Figure 1. Signal metal coverage by tile.
The die is cut into 33 by 33 equal tiles; dark purple is low, yellow is high, scaled to the fullest tile. Values are wire area over tile area, all layers added.
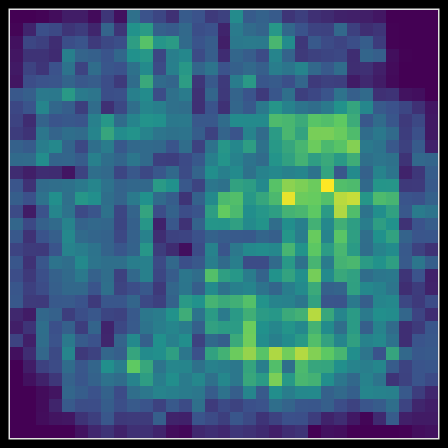
Figure 2. Signal wires by layer.
Two of the layers only.
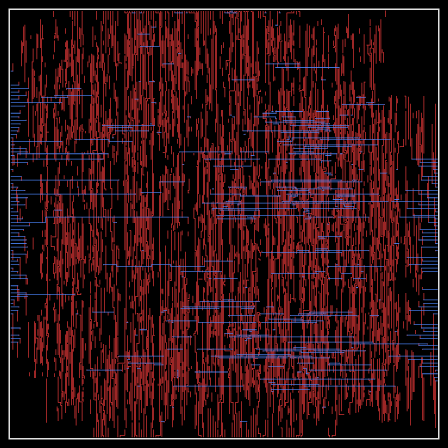
--- config.mk ---
export PLATFORM = sky130hd
export DESIGN_NAME = md_issue_ctrl
export DESIGN_NICKNAME = d
export VERILOG_FILES = /design/src/rtl/md_issue_ctrl_pkg.sv /design/src/rtl/md_issue_ctrl_sign_fix.sv /design/src/rtl/md_issue_ctrl.sv
export SDC_FILE = /design/constraint.sdc
export NUM_CORES = 1
export LEC_CHECK = 0
export CAP_MARGIN = 20
export CELL_PAD_IN_SITES_DETAIL_PLACEMENT = 1
export CELL_PAD_IN_SITES_GLOBAL_PLACEMENT = 1
export CORE_MARGIN = 2
export CORE_UTILIZATION = 37
export CTS_BUF_LIST = sky130_fd_sc_hd__clkbuf_2
export DETAILED_ROUTE_END_ITERATION = 12
export PLACE_DENSITY = 0.79
export SYNTH_ARGS = -nofsm -noshare
export SYNTH_HDL_FRONTEND = slang
export SYNTH_SLANG_ARGS = --single-unit
--- constraint.sdc ---
create_clock -name clk -period 2.82 [get_ports clk]
set_input_delay 0.564 -clock clk [delete_from_list [all_inputs] [get_ports clk]]
set_output_delay 0.564 -clock clk [all_outputs]
set_load 0.05 [all_outputs]
--- src/rtl/md_issue_ctrl_pkg.sv ---
// Shared ALU control codes and helpers for the multiply/divide issue controller.
package md_issue_ctrl_pkg;

  localparam int unsigned XLEN = 32;

  localparam logic [4:0] ALUCTRL_MUL    = 5'h10;
  localparam logic [4:0] ALUCTRL_MULH   = 5'h11;
  localparam logic [4:0] ALUCTRL_MULHSU = 5'h12;
  localparam logic [4:0] ALUCTRL_MULHU  = 5'h13;
  localparam logic [4:0] ALUCTRL_DIV    = 5'h14;
  localparam logic [4:0] ALUCTRL_DIVU   = 5'h15;
  localparam logic [4:0] ALUCTRL_REM    = 5'h16;
  localparam logic [4:0] ALUCTRL_REMU   = 5'h17;

  function automatic logic is_mop(input logic [4:0] ctrl);
    return ctrl[4:3] == 2'b10;
  endfunction

  function automatic logic is_divide(input logic [4:0] ctrl);
    return is_mop(ctrl) & ctrl[2];
  endfunction

  function automatic logic is_rem(input logic [4:0] ctrl);
    return (ctrl == ALUCTRL_REM) || (ctrl == ALUCTRL_REMU);
  endfunction

  function automatic logic is_signed_div(input logic [4:0] ctrl);
    return (ctrl == ALUCTRL_DIV) || (ctrl == ALUCTRL_REM);
  endfunction

  // Architectural results for divide-by-zero and signed overflow.
  function automatic logic [XLEN-1:0] div_special(input logic rem, input logic div0,
                                                  input logic [XLEN-1:0] rs1);
    if (div0) return rem ? rs1 : '1;
    return rem ? '0 : {1'b1, {(XLEN-1){1'b0}}};
  endfunction

endpackage

--- src/rtl/md_issue_ctrl_sign_fix.sv ---
// md_sign_fix: operand magnitude conversion and result sign correction (combinational).
module md_sign_fix
  import md_issue_ctrl_pkg::*;
#(
  parameter int unsigned DATA_W = 32
) (
  input  logic [4:0]          op_ctrl,
  input  logic [DATA_W-1:0]   op_rs1,
  input  logic [DATA_W-1:0]   op_rs2,
  output logic                op_sa,
  output logic                op_sb,
  output logic [DATA_W-1:0]   op_mag_a,
  output logic [DATA_W-1:0]   op_mag_b,
  input  logic [4:0]          res_ctrl,
  input  logic                res_sa,
  input  logic                res_sb,
  input  logic [2*DATA_W-1:0] res_raw,
  output logic [DATA_W-1:0]   res_data
);

  logic [2*DATA_W-1:0] prod;
  logic [DATA_W-1:0]   quo;
  logic [DATA_W-1:0]   rem;

  always_comb begin
    op_sa    = op_rs1[DATA_W-1] &
               (op_ctrl inside {ALUCTRL_MULH, ALUCTRL_MULHSU, ALUCTRL_DIV, ALUCTRL_REM});
    op_sb    = op_rs2[DATA_W-1] & (op_ctrl inside {ALUCTRL_MULH, ALUCTRL_DIV, ALUCTRL_REM});
    op_mag_a = op_sa ? -op_rs1 : op_rs1;
    op_mag_b = op_sb ? -op_rs2 : op_rs2;
  end

  // Remainder takes the dividend's sign; quotient/product take the sign XOR.
  always_comb begin
    prod     = (res_sa ^ res_sb) ? -res_raw : res_raw;
    quo      = (res_sa ^ res_sb) ? -res_raw[DATA_W-1:0] : res_raw[DATA_W-1:0];
    rem      = res_sa ? -res_raw[2*DATA_W-1:DATA_W] : res_raw[2*DATA_W-1:DATA_W];
    res_data = '0;
    case (res_ctrl)
      ALUCTRL_MUL:                                  res_data = prod[DATA_W-1:0];
      ALUCTRL_MULH, ALUCTRL_MULHSU, ALUCTRL_MULHU:  res_data = prod[2*DATA_W-1:DATA_W];
      ALUCTRL_DIV, ALUCTRL_DIVU:                    res_data = quo;
      ALUCTRL_REM, ALUCTRL_REMU:                    res_data = rem;
      default:                                      res_data = '0;
    endcase
  end

endmodule

--- src/rtl/md_issue_ctrl.sv ---
// Issue/writeback controller for the multicycle mult/div unit.
// Optional MD_DIV_FASTPATH_EN: divide-by-zero and signed overflow complete without issuing.
module md_issue_ctrl
  import md_issue_ctrl_pkg::*;
#(
  parameter int unsigned DATA_W = 32
) (
  input  logic              clk,
  input  logic              rst_n,
  input  logic              ex_valid,
  input  logic [4:0]        ex_ctrl,
  input  logic [DATA_W-1:0] ex_rs1,
  input  logic [DATA_W-1:0] ex_rs2,
  input  logic [4:0]        ex_rd,
  input  logic              flush,
  output logic              md_valid,
  output logic              md_mode,
  output logic [DATA_W-1:0] md_a,
  output logic [DATA_W-1:0] md_b,
  input  logic              md_ready,
  input  logic [2*DATA_W-1:0] md_out,
  output logic              stall,
  output logic              wb_valid,
  output logic [4:0]        wb_rd,
  output logic [DATA_W-1:0] wb_data
);

  typedef enum logic [2:0] {ST_IDLE, ST_ISSUE, ST_WAIT, ST_DRAIN, ST_DONE} state_t;

  state_t            state, state_nx;
  logic [4:0]        ctrl_q, rd_q;
  logic              sa_q, sb_q, div0_q, ovf_q;
  logic              op_sa, op_sb;
  logic [DATA_W-1:0] op_mag_a, op_mag_b, res_data, rs1_rec;
  logic              ex_mop, ex_div0, ex_ovf, fast, accept, capture;

  assign ex_mop  = ex_valid & is_mop(ex_ctrl);
  assign ex_div0 = is_divide(ex_ctrl) & (ex_rs2 == '0);
  assign ex_ovf  = is_signed_div(ex_ctrl) & (ex_rs1 == {1'b1, {(DATA_W-1){1'b0}}}) &
                   (ex_rs2 == '1);
`ifdef MD_DIV_FASTPATH_EN
  assign fast = ex_div0 | ex_ovf;
`else
  assign fast = 1'b0;
`endif
  // Original rs1 is recovered from the held magnitude instead of storing a copy.
  assign rs1_rec = sa_q ? -md_a : md_a;

  md_sign_fix #(.DATA_W(DATA_W)) u_sign_fix (
    .op_ctrl  (ex_ctrl),
    .op_rs1   (ex_rs1),
    .op_rs2   (ex_rs2),
    .op_sa    (op_sa),
    .op_sb    (op_sb),
    .op_mag_a (op_mag_a),
    .op_mag_b (op_mag_b),
    .res_ctrl (ctrl_q),
    .res_sa   (sa_q),
    .res_sb   (sb_q),
    .res_raw  (md_out),
    .res_data (res_data)
  );

  always_ff @(posedge clk or negedge rst_n) begin
    if (!rst_n) state <= ST_IDLE;
    else        state <= state_nx;
  end

  always_comb begin
    state_nx = state;
    stall    = 1'b0;
    md_valid = 1'b0;
    wb_valid = 1'b0;
    accept   = 1'b0;
    capture  = 1'b0;
    case (state)
      ST_IDLE: begin
        accept = ex_mop & ~flush;
        stall  = accept;
        if (accept) state_nx = fast ? ST_DONE : ST_ISSUE;
      end
      ST_ISSUE: begin
        stall    = 1'b1;
        md_valid = 1'b1;
        state_nx = flush ? ST_DRAIN : ST_WAIT;
      end
      ST_WAIT: begin
        stall = 1'b1;
        if (flush)         state_nx = ST_IDLE;
        else if (md_ready) begin
          capture  = 1'b1;
          state_nx = ST_DONE;
        end
      end
      ST_DRAIN: begin
        stall = ex_mop;
        if (md_ready) state_nx = ST_IDLE;
      end
      ST_DONE: begin
        wb_valid = ~flush;
        state_nx = ST_IDLE;
      end
      default: state_nx = ST_IDLE;
    endcase
  end

  always_ff @(posedge clk or negedge rst_n) begin
    if (!rst_n) begin
      ctrl_q  <= '0;
      rd_q    <= '0;
      sa_q    <= 1'b0;
      sb_q    <= 1'b0;
      div0_q  <= 1'b0;
      ovf_q   <= 1'b0;
      md_mode <= 1'b0;
      md_a    <= '0;
      md_b    <= '0;
      wb_rd   <= '0;
      wb_data <= '0;
    end else begin
      if (accept) begin
        ctrl_q  <= ex_ctrl;
        rd_q    <= ex_rd;
        sa_q    <= op_sa;
        sb_q    <= op_sb;
        div0_q  <= ex_div0;
        ovf_q   <= ex_ovf;
        md_mode <= is_divide(ex_ctrl);
        md_a    <= op_mag_a;
        md_b    <= op_mag_b;
      end
      if (accept & fast) begin
        wb_rd   <= ex_rd;
        wb_data <= div_special(is_rem(ex_ctrl), ex_div0, ex_rs1);
      end
      if (capture) begin
        wb_rd   <= rd_q;
        wb_data <= (div0_q | ovf_q) ? div_special(is_rem(ctrl_q), div0_q, rs1_rec) : res_data;
      end
    end
  end

endmodule
==> job_summary.md <==
### Flow metrics

| Metric | Value |
|---|---|
| Final Skew | about 0.080 ns |
| Clock insertion delay at the later pin of the skew report | 0.76 ns |
| Root buffer cell | sky130_fd_sc_hd__clkbuf_2 |
| Clock share of power | 0.113 |
| Ordered cell list for the critical path | or4_4 -> or3_4 -> o41ai_4 -> xor2_2 -> a21boi_2 -> a2111oi_4 -> buf_4 -> nor2_1 |
| Clock transition at the registers of the reported paths | around 0.27 ns |
| Synthesized instance count | around 1300 |
| Hold Worst Slack | 0.288 ns |
| CTS Hold Bufs | 1 |
| Final period demand of the worst path | roughly 2.7 ns |
| End point of the most critical hold path | rd_q[1] |
| Tightest slew margin relative to the limit | 0.495 |
| Arrival @ worst endpoint | approximately 3.4 ns |
| Clock tree buffer depth | 2 |
| Total clock network power | 1.22 mW |
| Met2 track demand over resource | 0.567 |
| End point of the critical path | wb_data[29] |
| Dominant logic cell types in the final layout | 281 x sky130_fd_sc_hd__buf_4, 243 x sky130_fd_sc_hd__clkdlybuf4s50_1, 185 x sky130_fd_sc_hd__nand2_1 |
| Post-synth design cell area | 9630 sq um |
| Run status | completed |
| Area taken by flip-flops and latches | just under 3000 sq um |
| Highest cell delay on the worst timing path | roughly 0.55 ns |
| Worst hold stages | 3 |
| Number of pins with negative max-slew slack in the final report | 0 |
| R2r startpoint | md_a[26] |
| Gates resized, CTS repair | 8 |
| Number of enable-type register cells in the synthesized netlist | 0 |
| Count of buffers inserted at the top-level ports | around 250 |
| Sequential group share of total power | 0.261 |
| Combinational fraction of design power | 0.625 |
| Total negative slack for setup checks | 0 ns |
| Instance area after placement | 14500 sq um |
| Startpoint of the tightest hold check path | ex_rd[1] |
| Ratio of routed vias to standard cells | between 5 and 6 |
| Distinct cell type count after synthesis | 79 |
| Combinational gate area | 6430 sq um |
| Highest routed layer | met4 |
| WL met1 | 19.8 mm |
| Htree depth | 4 |
| Library cell with the highest instance count after synthesis | sky130_fd_sc_hd__nand2_1 |
| Placed Instances | 2041 |
| Number of DRC violations after detailed-routing iteration 0 | 895 |
| Top flop regs | md_a: 32 flops, md_b: 32 flops, wb_data: 32 flops |
| Number of cells in the yosys synthesis report | 1251 |
| Maximum operating frequency | 365 MHz |
| Overall overflow remaining after global route | 0 |
| Static power due to leakage | ~6 nW |
| Net Switching | about 5.7 mW |
| Non-Filler Cell Area, Final | 14900 sq um |
| Count of cells along the worst register-to-register path | 8 |
| Count of warnings emitted by yosys | 0 |
| Fill cell total of the finished layout | about 3200 |
| Number of logged tool warnings | 30 |
| Worst flop-to-flop path endpoint | wb_data[29] |
| Layout cell share with drive strength beyond 1 | 0.210 |
| Post-CTS repair timing setup buffer count | 0 |
| Die outline width | 165 um |
| Total internal power | 5.12 mW |
| Final-report setup violation count | 0 |
| Placer Congestion | 1.01 |
| Number of nets produced by synthesis | 1400 |
| Register-to-register setup slack | 0.08 ns |
| Startpoint of the most critical setup path | md_a[26] |
Notes on Figure 1 above:
densest ninth of the die: middle right
nearly empty tiles: 4.2%
fullest tile: 0.83
tiles over half the peak: 18%
mean over tiles: 0.28
total vias in the final route: 12199
Overall Global Routing Usage: 0.339

Notes on Figure 2 above:
[red] met2 | wire length: 22.2 mm
[blue] met3 | wire length: 3070 um
Detailed Route WL: 47.1 mm
routed wirelength normalized by instance count: 22.7 um

==> worst max-delay path: cells and delay by family, from the launching register on <==
family                    cells  cell delay, ns
xor gates and xnor gates      1            0.23
DFF                           1            0.44
AOI/OAI and AO/OA             3            0.83
buffers and inverters         1            0.16
and+or+nand+nor               3            0.97
==> cells by family after synthesis <==
group	share of synthesized area
XOR/XNOR	0.132
AND/OR/NAND/NOR	0.245
AND-OR/OR-AND	0.258
adder cells (fa/ha/maj)	0.00779
buffers and inverters	0.0404
flip-flops	0.309
multiplexers	0.00844
==> cell type report <==
type | instances | share of cell area
diodes | 1 | 0.000168
clock buffers | 18 | 0.00606
clock inverters | 14 | 0.0100
inverters | 20 | 0.00505
multi-input cells | 1035 | 0.432
flip-flops and latches | 119 | 0.200
well taps | 335 | 0.0282
repair buffers | 535 | 0.318
Power figures rest on the tool's default switching activity, not on a simulated workload.
